Congestion heat map:
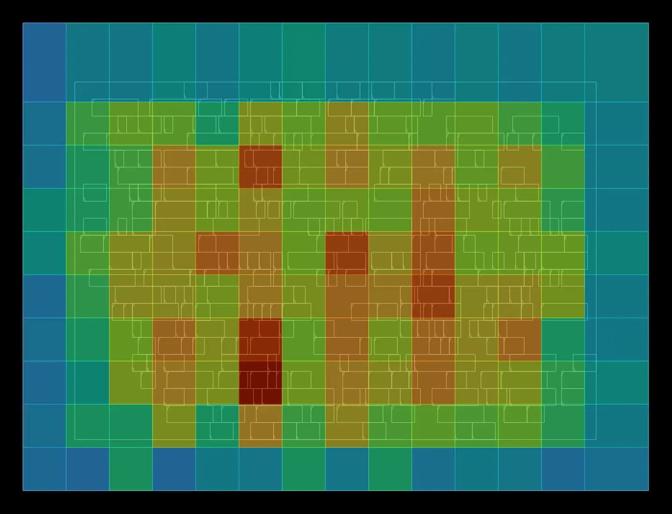
M1 wires:
Bar = 20 um. Cells faint in the background.
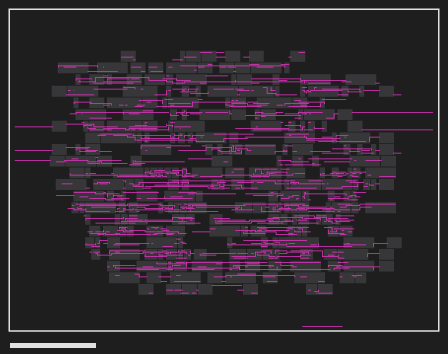
Layout detail:
Bar = 5 um. Region (65, 46) to (85, 66) um. Cells in grey, sequential cells in the stronger grey; small squares are vias.
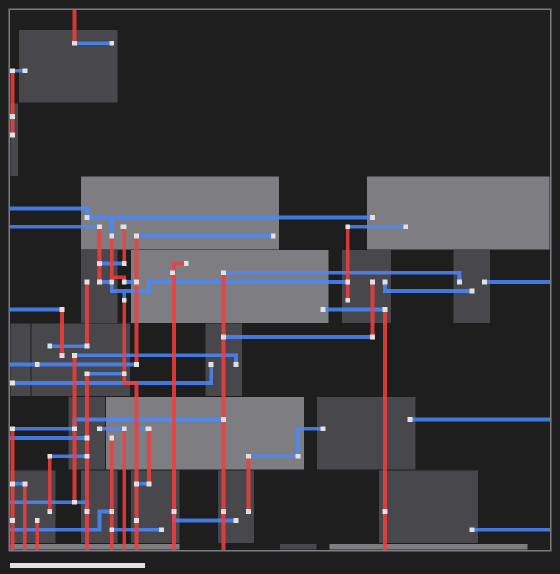
Metal layers overlaid:
Bar = 20 um. Only two layers are drawn.
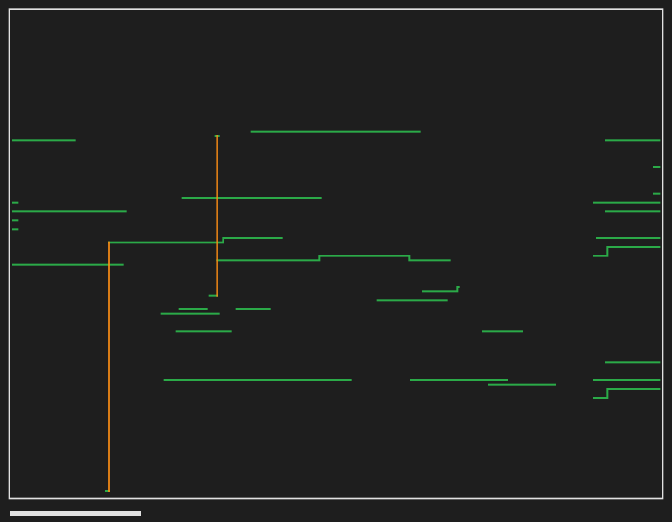
$ cat config.mk
export PLATFORM = sky130hd
export DESIGN_NAME = hub75_pixel_fetch
export DESIGN_NICKNAME = d
export VERILOG_FILES = /design/src/rtl/hub75_pixel_fetch.sv
export SDC_FILE = /design/constraint.sdc
export NUM_CORES = 1
export LEC_CHECK = 0
export CAP_MARGIN = 20
export CORE_ASPECT_RATIO = 0.7
export CORE_MARGIN = 8
export CORE_UTILIZATION = 45
export CTS_BUF_LIST = sky130_fd_sc_hd__clkbuf_4 sky130_fd_sc_hd__clkbuf_8 sky130_fd_sc_hd__clkbuf_16
export DETAILED_ROUTE_END_ITERATION = 10
export PLACE_DENSITY = 0.69
export SYNTH_ARGS = -nofsm -noshare
export SYNTH_HDL_FRONTEND = slang
export SYNTH_SLANG_ARGS = --single-unit
$ cat constraint.sdc
create_clock -name clk -period 5.3 [get_ports clk]
set_input_delay 0.795 -clock clk [delete_from_list [all_inputs] [get_ports clk]]
set_output_delay 0.795 -clock clk [all_outputs]
set_load 0.02 [all_outputs]
$ cat src/rtl/hub75_pixel_fetch.sv
// hub75_pixel_fetch
//   Walks the framebuffer in HUB75 scan order (row outer, bit-plane inner,
//   column innermost), reads the top-half and bottom-half pixel of each
//   column and presents the current bit-plane as {r1,g1,b1,r2,g2,b2} on a
//   valid/ready stream feeding the panel shifter/latch driver.
//
// Ports:
//   clk, reset       system clock, synchronous active-high reset
//   enable           run scan; only looked at in IDLE and on the last transfer of a frame
//   fb_addr, fb_re   framebuffer read port, address {half,row,col}; half 1 = bottom
//   fb_rdata         read data, one cycle after fb_re; {R,G,B} each BPC bits
//   pix_valid/ready  output stream handshake
//   pix_rgb          {r1,g1,b1,r2,g2,b2} for the current plane
//   pix_row/plane    scan position of the presented column
//   pix_last         presented column is the last of its row-plane
//   frame_done       one-cycle pulse after the final transfer of a frame
module hub75_pixel_fetch #(
    parameter int ROWS = 8,
    parameter int COLS = 32,
    parameter int BPC  = 4,
    parameter int RW   = $clog2(ROWS),
    parameter int CW   = $clog2(COLS),
    parameter int PW   = $clog2(BPC)
) (
    input  logic              clk,
    input  logic              reset,
    input  logic              enable,
    output logic [RW+CW:0]    fb_addr,
    output logic              fb_re,
    input  logic [3*BPC-1:0]  fb_rdata,
    output logic              pix_valid,
    input  logic              pix_ready,
    output logic [5:0]        pix_rgb,
    output logic [RW-1:0]     pix_row,
    output logic [PW-1:0]     pix_plane,
    output logic              pix_last,
    output logic              frame_done
);

    localparam logic [RW-1:0] ROW_MAX   = RW'(ROWS - 1);
    localparam logic [CW-1:0] COL_MAX   = CW'(COLS - 1);
    localparam logic [PW-1:0] PLANE_MAX = PW'(BPC - 1);

    typedef enum logic [2:0] {
        IDLE,
        ADDR_TOP,
        ADDR_BOT,
        CAPTURE,
        PRESENT
    } state_t;

    state_t            state;
    logic [RW-1:0]     row;
    logic [PW-1:0]     plane;
    logic [CW-1:0]     col;
    logic [3*BPC-1:0]  top_q;

    logic              col_last;
    logic              plane_last;
    logic              frame_end;
    logic [RW-1:0]     row_nx;
    logic [PW-1:0]     plane_nx;
    logic [CW-1:0]     col_nx;

    function automatic logic [2:0] slice(input logic [3*BPC-1:0] px, input logic [PW-1:0] p);
        logic [BPC-1:0] r, g, b;
        r = px[3*BPC-1:2*BPC];
        g = px[2*BPC-1:BPC];
        b = px[BPC-1:0];
        return {r[p], g[p], b[p]};
    endfunction

    // Scan position after the current column is accepted.
    always_comb begin
        col_last   = (col == COL_MAX);
        plane_last = (plane == PLANE_MAX);
        frame_end  = col_last && plane_last && (row == ROW_MAX);
        col_nx     = col_last ? '0 : col + 1'b1;
        plane_nx   = plane;
        row_nx     = row;
        if (col_last) begin
            plane_nx = plane_last ? '0 : plane + 1'b1;
            if (plane_last) begin
                row_nx = (row == ROW_MAX) ? '0 : row + 1'b1;
            end
        end
    end

    always_ff @(posedge clk) begin
        if (reset) begin
            state      <= IDLE;
            row        <= '0;
            plane      <= '0;
            col        <= '0;
            top_q      <= '0;
            fb_addr    <= '0;
            fb_re      <= 1'b0;
            pix_valid  <= 1'b0;
            pix_rgb    <= '0;
            pix_row    <= '0;
            pix_plane  <= '0;
            pix_last   <= 1'b0;
            frame_done <= 1'b0;
        end else begin
            frame_done <= 1'b0;
            case (state)
                IDLE: begin
                    if (enable) begin
                        state   <= ADDR_TOP;
                        fb_re   <= 1'b1;
                        fb_addr <= {1'b0, row, col};
                    end
                end
                ADDR_TOP: begin
                    state   <= ADDR_BOT;
                    fb_re   <= 1'b1;
                    fb_addr <= {1'b1, row, col};
                end
                ADDR_BOT: begin
                    state   <= CAPTURE;
                    top_q   <= fb_rdata;
                    fb_re   <= 1'b0;
                    fb_addr <= '0;
                end
                CAPTURE: begin
                    // Bottom pixel is only needed for its plane bits, so
                    // those are registered straight into pix_rgb.
                    state     <= PRESENT;
                    pix_valid <= 1'b1;
                    pix_rgb   <= {slice(top_q, plane), slice(fb_rdata, plane)};
                    pix_row   <= row;
                    pix_plane <= plane;
                    pix_last  <= col_last;
                end
                PRESENT: begin
                    if (pix_ready) begin
                        pix_valid  <= 1'b0;
                        row        <= row_nx;
                        plane      <= plane_nx;
                        col        <= col_nx;
                        frame_done <= frame_end;
                        if (frame_end && !enable) begin
                            state <= IDLE;
                        end else begin
                            state   <= ADDR_TOP;
                            fb_re   <= 1'b1;
                            fb_addr <= {1'b0, row_nx, col_nx};
                        end
                    end
                end
                default: begin
                    state     <= IDLE;
                    fb_re     <= 1'b0;
                    fb_addr   <= '0;
                    pix_valid <= 1'b0;
                end
            endcase
        end
    end

endmodule
==> flow_summary.yaml <==
# physical design summary
run_status:
  status: "finished clean"
sta:
  hold_viol: 0
  tightestPinTransition_ps: 780.6
  grt_setup_unrepaired: "no"
  fin_skew_ps: 4.125
  finalSetupViolCount: 0
  relSlewSlack_pct: 47.89
  hold_slack_ps: 455.6
  finalCritPeriodShare_pct: 48.35
  setup_tns_ps: 0
  drv_slew: 0
yosys:
  syn_area_sq_um: 2217
  synth-xor-area-share_pct: 0.3950
  synthAoiAreaFrac_pct: 16.70
  area_leaders: "dfxtp_1 44%, nand2_1 6.6%, mux4_2 6.1%, a21oi_1 5.9%, mux2i_1 5.9%"
  mux_share_pct: 12.47
  synth_top_cell_by_count: "dfxtp_1"
  synthDistinctLibCells: 41
  postSynthSeqShare_pct: 44.24
  logic_family: "simple AND/OR/NAND/NOR gates"
  yosys-top-cells-count: "49 x dfxtp_1, 39 x nand2_1, 26 x a21oi_1, 26 x nor2_1, 13 x mux2i_1"
  yosys.area.top_type: "dfxtp_1"
  ys_sh_simple_pct: 18.96
  yosys_area_sq_um: 2217
  synth-adder-area-share_pct: 2.822
floorplanning:
  coreArea_sq_um: 4756
  die_w_um: 99.90
  placementRows: 21
  die_y_um: 74.73
worst_setup_path:
  crit_top_cell: "ha_1"
  cp.required_ps: 5550
  reg2reg_depth: 7
  worstPathCellList: "ha_1 -> and3_1 -> ha_1 -> and4b_1 -> nand2_1 -> a311oi_4 -> a22o_1"
  ff2ff_setup_slack_ps: 2740
  cp.arrival_ps: 2810
  timing.critical_path.buf_inv: 0
  max_stage_delay_ps: 590
  crit_type: "reg2reg"
  critical_path.endpoint: "fb_addr[4]"
  reg2reg_to: "fb_addr[4]"
  r2r_start: "col[0]"
  crit_fanout: 14
  end_kind: "flop"
min_path:
  min-delay-start: "fb_addr[8]"
  whs_path_depth: 1
pwr:
  p_switching_mw: 0.1693
  p_seq_share_pct: 58.1
  p_int_mw: 0.5076
  ir_worst_vdd_v: 0.0001488
placement:
  finalWeightedCongestion: 0.7481
  placed_cell_area_sq_um: 2619
cts:
  cts.sinks: 49
  cts_resized: 0
  cts_root_buf: "clkbuf_8"
  clock_path_buffers: 2
  clk_latency_ps: 300
  htreeDepth: 2
  numCtsBuffers: 5
  clkSlewWorstSetupHoldPaths_ps: 80
route:
  ant_nets: 0
  firstDrtPassIters: 4
  viasPerCell: 5.364
  drt_iter0_drc: 53
global_routing:
  grt_max_degree: 43
  grt_pass1_vias: 1789
layout:
  layout-drive-gt1-share_pct: 6.320
job:
  max_cap_viol_count: 0
Back to the opening pictures, 'congestion heat map':
global routing usage on met2: 20.27%
met1 usage: 18.50%
Total Routing Usage GR: 13.72%
global routing's busiest layer: met2

Back to the opening pictures, 'M1 wires':
wire length on this layer: 2,400 um
share of all routed wire: 49%
longest straight run: 29.0 um
nets with wire on the layer: 271
main direction: horizontal

Back to the opening pictures, 'layout detail':
[red] met2
[blue] met1
cells with their middle in the window: 17
sequential cells in the window: 4
most frequent: nand2_1 (5), dfxtp_1 (4)

Back to the opening pictures, 'metal layers overlaid':
[orange] met4 | wire length: 62.6 um
[green] met3 | wire length: 339 um
drt wl/cell: 14.41 um
Total Wirelength: 4869 um
vias post-DR: 1,813

## state kept, by name, summed over array words and instances, names as in the netlist, 2 cells and up
register,flops
col,5
pix_plane,2
top_q,12
pix_row,3
row,3
state,3
plane,2
fb_addr,9
pix_rgb,6
## metrics by stage
stage | std cells | utilization, % | power, mW
final | 338 | 56.62 | 0.6770
after global routing | 338 | 56.62 | 0.7059
after CTS | 338 | 56.62 | 0.6837
after detailed placement | 332 | 55.06 | 0.4828
after global placement | 332 | 55.06 | 0.4821
after floorplan | 241 | - | 0.4544
## cells by family (layout without fill, tap and decap cells)
kind of cell | after synthesis | after routing
AND/OR/NAND/NOR | 88 | 88
XOR/XNOR | 1 | 1
buffers and inverters | 21 | 49
flip-flops | 49 | 49
AND-OR/OR-AND | 57 | 57
adder cells (fa/ha/maj) | 5 | 5
multiplexers | 20 | 20
## final cells by class
type | count | area (sq um)
fillers | 442 | 2063
multi-input cells | 171 | 1139
flip-flops and latches | 49 | 980.9
repair buffers | 41 | 405.4
well taps | 69 | 86.33
clock buffers | 5 | 68.82
inverters | 2 | 7.507
clock inverters | 1 | 5.005
## metal layers
metal  vias to the layer above  share of wire, %  global-route usage, %
met2                        49                42                  20.27
met4                         0               1.3                  6.177
li1                        911                 -                      -
met3                         5               7.0                  3.416
met1                       848                49                  18.50
met5                         -                 0                      0
## power groups by stage
stage | clock (mW) | sequential (mW) | combinational [mW]
2_1_floorplan | 0 | 0.397 | 0.0575
6_report | 0.203 | 0.394 | 0.0802
5_1_grt | 0.223 | 0.396 | 0.0871
3_3_place_gp | 0 | 0.402 | 0.0802
4_1_cts | 0.209 | 0.393 | 0.0809
3_5_place_dp | 0 | 0.402 | 0.0806
Power figures rest on the tool's default switching activity, not on a simulated workload.
